**src/rtl/seq_encoder_8to3.sv**
```systemverilog
// Sequential 8-to-3 encoder: accepts a multi-hot vector and emits one index per set bit.
// Optional build macro MSB_FIRST_EN reverses the scan order (highest set bit first).
module seq_encoder_8to3 #(
  parameter int WIDTH = 8,
  parameter int IDXW  = 3
) (
  input  logic             clk,
  input  logic             rst,
  input  logic             In_valid,
  output logic             In_ready,
  input  logic [WIDTH-1:0] D,
  output logic             Out_valid,
  input  logic             Out_ready,
  output logic [IDXW-1:0]  X,
  output logic             Last,
  output logic             None
);

  typedef enum logic {IDLE, SCAN} state_t;

  state_t            state, state_n;
  logic [WIDTH-1:0]  pending, pending_n;
  logic              zflag, zflag_n;
  logic [IDXW-1:0]   sel_idx;
  logic              one_hot;
  logic              last_beat;

  // Priority pick over the registered pending bits; the last match in the loop wins.
  always_comb begin
    sel_idx = '0;
`ifdef MSB_FIRST_EN
    for (int i = 0; i < WIDTH; i++) begin
      if (pending[i]) sel_idx = IDXW'(i);
    end
`else
    for (int i = WIDTH - 1; i >= 0; i--) begin
      if (pending[i]) sel_idx = IDXW'(i);
    end
`endif
  end

  assign one_hot   = (pending != '0) && ((pending & (pending - WIDTH'(1))) == '0);
  assign last_beat = one_hot | zflag;

  always_comb begin
    state_n   = state;
    pending_n = pending;
    zflag_n   = zflag;
    In_ready  = 1'b0;
    Out_valid = 1'b0;
    X         = '0;
    Last      = 1'b0;
    None      = 1'b0;
    case (state)
      IDLE: begin
        In_ready = 1'b1;
        if (In_valid) begin
          pending_n = D;
          zflag_n   = (D == '0);
          state_n   = SCAN;
        end
      end
      SCAN: begin
        Out_valid = 1'b1;
        X         = sel_idx;
        Last      = last_beat;
        None      = zflag;
        if (Out_ready) begin
          pending_n = pending & ~(WIDTH'(1) << sel_idx);
          if (last_beat) begin
            zflag_n = 1'b0;
            state_n = IDLE;
          end
        end
      end
      default: state_n = IDLE;
    endcase
  end

  always_ff @(posedge clk) begin
    if (rst) begin
      state   <= IDLE;
      pending <= '0;
      zflag   <= 1'b0;
    end else begin
      state   <= state_n;
      pending <= pending_n;
      zflag   <= zflag_n;
    end
  end

endmodule

```
**config.mk**
```make
export PLATFORM = sky130hd
export DESIGN_NAME = seq_encoder_8to3
export DESIGN_NICKNAME = d
export VERILOG_FILES = /design/src/rtl/seq_encoder_8to3.sv
export SDC_FILE = /design/constraint.sdc
export NUM_CORES = 1
export LEC_CHECK = 0
export CORE_ASPECT_RATIO = 1.4
export CORE_MARGIN = 4
export CORE_UTILIZATION = 35
export DETAILED_ROUTE_END_ITERATION = 10
export DONT_BUFFER_PORTS = 1
export MAX_ROUTING_LAYER = met4
export PLACE_DENSITY = 0.5
export RECOVER_POWER = 100
export SYNTH_ARGS = -nofsm -noshare
export SYNTH_HDL_FRONTEND = slang
export SYNTH_SLANG_ARGS = --single-unit
export TNS_END_PERCENT = 1
```
**constraint.sdc**
```tcl
create_clock -name clk -period 1.7 [get_ports clk]
set_input_delay 0.34 -clock clk [delete_from_list [all_inputs] [get_ports clk]]
set_output_delay 0.34 -clock clk [all_outputs]
set_load 0.01 [all_outputs]
```
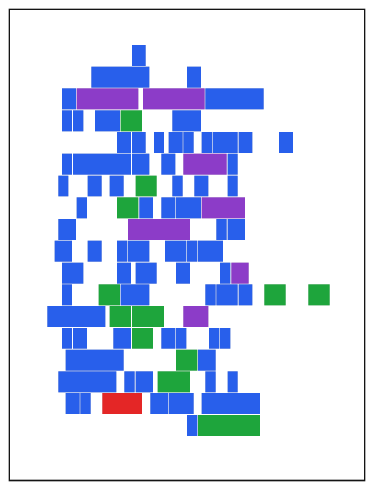
**Above:** run 1 (cells by drive strength).
(8 px per um)
size	colour	cells
drive 1 or less	blue	74
drive 6 and up	red	1
drive 3 to 4	green	12
drive 2	purple	7

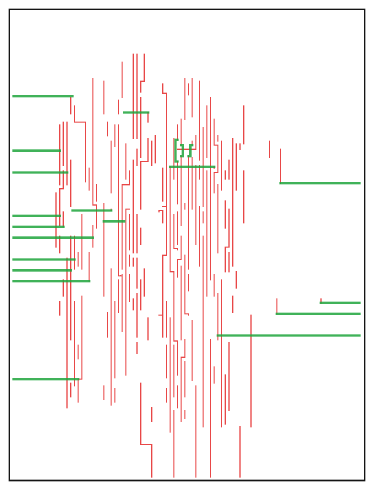
**Above:** run 1 (signal wires by layer).
(8 px per um) Two of the layers only.
layer	colour	wire length
met3	green	139 um
met2	red	934 um

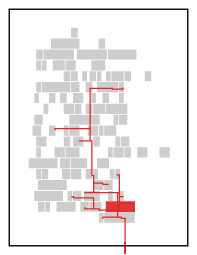
**Above:** run 1 (nets reached from selected ports).
(4 px per um)
port	colour	bits	direction	edge	end cells	wire
Out_valid	red	1	output	south	1	111 um

==> flow_summary.ini, run 1 <==
; implementation run metrics
[status]
outcome = finished with violations
violations = negative setup slack

[place]
numPortBuffers = 0
dp_hpwl_um = 1380
place_congestion = 0.771
place_worst_setup_slack_ps = 47.3

[global_routing]
grt_overflow = 0
use_met2_pct = 25.0
grt_pass1_wl_um = 3090
antenna_found_initial = 0

[critical_path]
ff2ff_setup_slack_ps = 30
path_max_fanout = 4
reg2reg_to = zflag
worstPathArrival_ps = 1590
path_class = reg2out

[layout]
flop-count = 10
fillCellCount = 201
clock_tree_area_fraction_pct = 4.82
fin_util_pct = 42.9
mi_logic_area_um2 = 428
fin_area_um2 = 753
nClkBuffers = 4
lay_top_count = nor2_1

[power]
p_leak_nw = 0.260
power_density_nw_per_um2 = 938
pg_seq_mw = 0.283
seqPwrFrac_pct = 40.1

[final_timing]
holdWs_ps = 123
fin_ws_ps = -231
skew_ps = 0.439
final.setup.tns_ps = -621
setup_viol = 4

[drt]
drt-pass1-iter-count = 5
top_layer_used = met4
drt-initial-drc-count = 23
drcViolationCount = 0

[yosys]
syn_avg_cell_area_um2 = 7.39
yosys_warnings = 0
simple_gate_share_pct = 36.2
ys_seq_share_pct = 31.1
top_area_cell = dfxtp_1
top_logic_kind = simple AND/OR/NAND/NOR gates
yosys.area_share.aoi_pct = 20.0

[worst_hold_path]
hp-class = in2reg
holdPathStages = 1
hold_end = pending[4]
min-delay-start = rst

[clock_network]
tritoncts = built
path_clk_slew_ps = 70
ctsResizeCount = 3
cts_buffers = 3

[die]
die_area_um2 = 2600

[job]
max_cap_viol_count = 0
run 1: synth_stat cells (all sizes together):
cell type and n:
o21ai 5, dfxtp 10, or4 1, inv 2, o22ai 1, buf 4, nand4b 1, and2 2
a21oi 3, nand3 5, a211oi 3, and3 1, a2111oi 1, nor4b 2, nor4 1, a221oi 1
nand2 7, xor2 1, nor2b 1, nor3 9, mux2i 1, a22oi 1, maj3 1, nor2 16
nand2b 1, a311oi 1, o211ai 1, clkbuf 1, a31oi 3
run 1: worst max-delay path, delay by kind of cell (launching register included):
| kind | cells | cell delay, ps |
|---|---|---|
| AND-OR/OR-AND | 2 | 240 |
| flip-flops | 1 | 310 |
| AND/OR/NAND/NOR | 2 | 760 |
run 1: sequential cells by signal (all words and copies together), names as in the netlist:
signal	flops
zflag	1
state	1
pending	8
**Run 1: pin placement**

(8 px per um) Pins as bars across the die edge, other pins in grey.
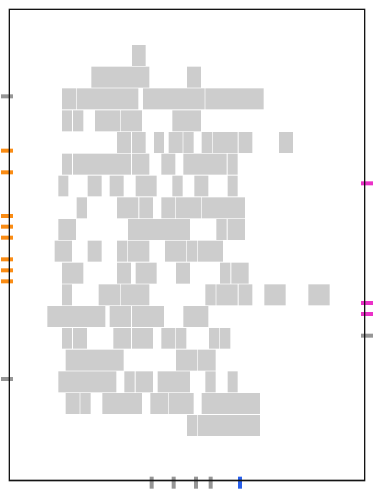

==> run 1 -> run 2 <==
CTS_CLUSTER_DIAMETER = 120   (was not set)
SETUP_SLACK_MARGIN = 0.2   (was not set)
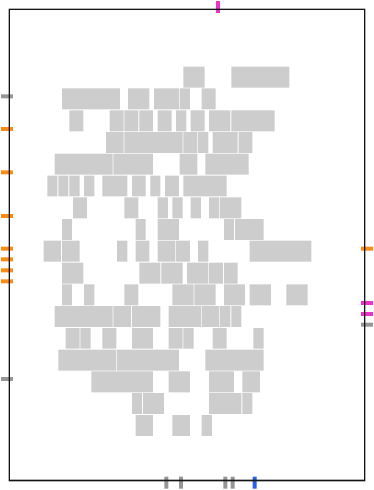
**Above:** run 2 (pin placement).
(8 px per um) Pins as bars across the die edge, other pins in grey.
port	colour	pins	direction	edge
X	magenta	3	output	2 east, 1 north
D	orange	8	input	7 west, 1 east
Out_valid	blue	1	output	south
all pins by edge	9 west, 5 south, 4 east, 1 north

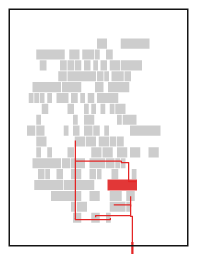
**Above:** run 2 (nets reached from selected ports).
(4 px per um)
port	colour	bits	direction	edge	end cells	wire
Out_valid	red	1	output	south	1	74.8 um

==> flow_summary.ini, run 2 <==
; implementation run metrics
[final_timing]
slew_violations = 0
final.setup.tns_ps = -467
fin_crit_sh_pct = 112
finalCriticalPeriod_ps = 1900
relSlewSlack_pct = 69.1
maxClockFrequency_mhz = 527
setup_viol = 3
fin_ws_ps = -199
holdWs_ps = 118
skew_ps = 1.10

[die]
initial_core_util_pct = 36.6
die_w_um = 44.2
die_area_um2 = 2600
core_area_um2 = 1760

[yosys]
top_area_cell = dfxtp_1
synth_chip_area_um2 = 643
simple_gate_share_pct = 36.2
ys_cells = 87
synthDominantCellAreaShare_pct = 31.1
syn_avg_cell_area_um2 = 7.39
yosys-top-cells-count = nor2_1, dfxtp_1, nor3_1
top_cells_by_area = dfxtp_1, nor2_1, nor3_1
ys.flop_type = dfxtp_1
yosys.area_share.aoi_pct = 20.0
edf_count = 0
most_common_cell = nor2_1
yosys_warnings = 0
async_flop_share_pct = 0
syn_area_um2 = 643
top_logic_kind = simple AND/OR/NAND/NOR gates
ys_seq_share_pct = 31.1
ys_types = 31

[place]
numPortBuffers = 0
place_congestion = 0.799
dp_hpwl_um = 1440
place_worst_setup_slack_ps = 64.5

[critical_path]
path_delay_family = simple AND/OR/NAND/NOR gates
cp_num_buf_inv = 0
end_kind = primary output
cp_cell_sequence = or4_4, o21ai_1, and3_4
path_class = reg2out
worstPathArrival_ps = 1560
path_max_fanout = 4

[layout]
lay_top_count = nor2_1
largest_reg_flops = 8
drive_gt1_share_pct = 22.4
fin_util_pct = 43.7
n_antenna_cell = 0
fin_area_um2 = 767
reg_top3 = pending: 8 flops, state: 1 flops, zflag: 1 flops
regMostFlops = pending

[global_routing]
grt_util_met3_pct = 3.36
antenna_found_initial = 0
grt_overflow = 0
use_met2_pct = 26.7
grt_usage_pct = 16.9
grt_pass1_wl_um = 3180

[power]
p_leak_nw = 0.276
finalPower_mw = 0.696
power_density_nw_per_um2 = 908

[clock_network]
path_clk_slew_ps = 70
cts_buffers = 3
ctsResizeCount = 5
tritoncts = built
cts.path.max_buffers = 2
insertion_delay_ps = 280
cts-htree-levels = 1
clockRootBuffer = clkbuf_4

[worst_hold_path]
hp-class = in2reg
min-delay-start = rst

[job]
max_cap_viol_count = 0
warning_count = 29

[drt]
drt-pass1-iter-count = 4
top_layer_used = met4
vias_per_cell = 5.75
drt-initial-drc-count = 21
totalWireLength_um = 1810
drcViolationCount = 0
dr_wl_met2_um = 879

[status]
violations = negative setup slack
outcome = finished with violations
run 2: cell counts after synthesis:
No cell type changed its count.
run 2: layout make-up:
cell class,instances,area [um^2]
Fill cell,204,990
Multi-Input combinational cell,70,415
Sequential cell,10,204
Timing Repair Buffer,12,78.8
Clock buffer,4,36.3
Tap cell,20,25.0
Inverter,2,7.51
run 2: power by group:
group          leakage (nW)  switching [mW]  internal (mW)  total (mW)
clock                0.0210          0.0958          0.131       0.226
combinational         0.171           0.103         0.0859       0.189
sequential           0.0835          0.0263          0.254       0.281
run 2: path summary, 6_finish.rpt:
check	endpoint	slack, ps	cells past startpoint
max	Last	-200	3
min	pending[4]	120	1
max reg2reg	zflag	190	6
min reg2reg	zflag	540	2
==> run 2 -> run 3 <==
CTS_CLUSTER_SIZE = 28   (was not set)
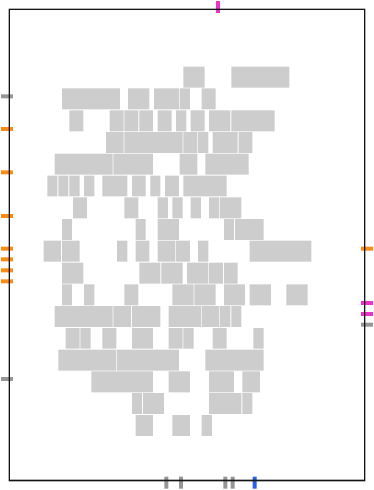
**Above:** run 3 (pin placement).
(8 px per um) Pins as bars across the die edge, other pins in grey.
port	colour	pins	direction	edge
D	orange	8	input	7 west, 1 east
Out_valid	blue	1	output	south
X	magenta	3	output	2 east, 1 north
all pins by edge	9 west, 5 south, 4 east, 1 north

==> flow_summary.ini, run 3 <==
; implementation run metrics
[critical_path]
path_delay_family = simple AND/OR/NAND/NOR gates
reg2reg_depth = 6
path_class = reg2out
end_kind = primary output
worstPathArrival_ps = 1560
reg2reg_to = zflag
cp_cell_sequence = or4_4, o21ai_1, and3_4
ff2ff_setup_slack_ps = 190
path_max_fanout = 4

[layout]
clock_tree_area_fraction_pct = 4.73
drive_gt1_share_pct = 22.4
mi_logic_area_um2 = 415
inv_count = 2
regMostFlops = pending
reg_top3 = pending: 8 flops, state: 1 flops, zflag: 1 flops
n_antenna_cell = 0
sh_comb_area_pct = 54.2
largest_reg_flops = 8
seq_area_um2 = 204
nClkBuffers = 4
fin_util_pct = 43.7
fillCellCount = 204
fin_area_um2 = 767
flop-count = 10
nNonClkBuffers = 12

[power]
pwr-share-clk_pct = 32.5
p_sw_share_pct = 32.4
power_switching_mw = 0.225
power_density_nw_per_um2 = 908
seqPwrFrac_pct = 40.3
power_leader = registers
pg_seq_mw = 0.281
p_leak_nw = 0.276
clk-power_mw = 0.226
finalPower_mw = 0.696
comb_power_share_pct = 27.2

[worst_hold_path]
hold_end = pending[4]
holdPathStages = 1
min-delay-start = rst
hp-class = in2reg

[clock_network]
cts_buffers = 3
tritoncts = built
path_clk_slew_ps = 70
cts-htree-levels = 1
cts.path.max_buffers = 2

[yosys]
simple_gate_share_pct = 36.2
top_cells_by_area = dfxtp_1, nor2_1, nor3_1
ys.flop_type = dfxtp_1
top_logic_kind = simple AND/OR/NAND/NOR gates
syn_area_um2 = 643
most_common_cell = nor2_1
synth_chip_area_um2 = 643
edf_count = 0
async_flop_share_pct = 0
ys_cells = 87
syn_avg_cell_area_um2 = 7.39
synthDominantCellAreaShare_pct = 31.1
ys_types = 31
yosys-top-cells-count = nor2_1, dfxtp_1, nor3_1

[job]
warning_count = 29
max_cap_viol_count = 0

[final_timing]
maxClockFrequency_mhz = 527
finalCriticalPeriod_ps = 1900
fin_ws_ps = -199
fin_crit_sh_pct = 112
slew_violations = 0
setup_viol = 3

[place]
numPortBuffers = 0
place_worst_setup_slack_ps = 64.5
place_congestion = 0.799

[global_routing]
grt_util_met3_pct = 3.36
use_met2_pct = 26.7
grt_pass1_wl_um = 3180
grt_overflow = 0
antenna_found_initial = 0

[die]
initial_core_util_pct = 36.6
nWellTaps = 20
core_area_um2 = 1760
die_w_um = 44.2
die_area_um2 = 2600

[drt]
drcViolationCount = 0
totalWireLength_um = 1810
vias_per_cell = 5.75
drt-pass1-iter-count = 4
top_layer_used = met4
dr_wl_met2_um = 879

[status]
outcome = finished with violations
violations = negative setup slack
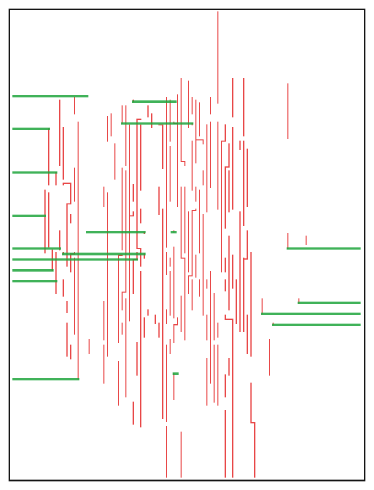
**Above:** run 3 (signal wires by layer).
(8 px per um) Two of the layers only.
via count: 678
GRT Overall Usage: 16.9%

[run 3: cell counts after synthesis]
Identical to the previous run, type by type.
[run 3: worst max-delay path by stage]
| stage | start | end | depth (start not counted) |
|---|---|---|---|
| after global placement | pending[5] | X[0] | 5 |
| after floorplan | pending[3] | Last | 4 |
| after global routing | pending[1] | Last | 4 |
| after CTS | pending[1] | Last | 4 |
| after detailed placement | pending[3] | Last | 4 |
| final | pending[1] | Last | 3 |
[run 3: kinds of logic (layout without fill, tap and decap cells)]
kind of cell,count (synthesis),count (layout)
flip-flops,10,10
XOR/XNOR,1,1
multiplexers,1,1
AND-OR/OR-AND,20,20
AND/OR/NAND/NOR,47,47
buffers and inverters,7,18
adder cells (fa/ha/maj),1,1
Power and IR drop assume default switching activity.
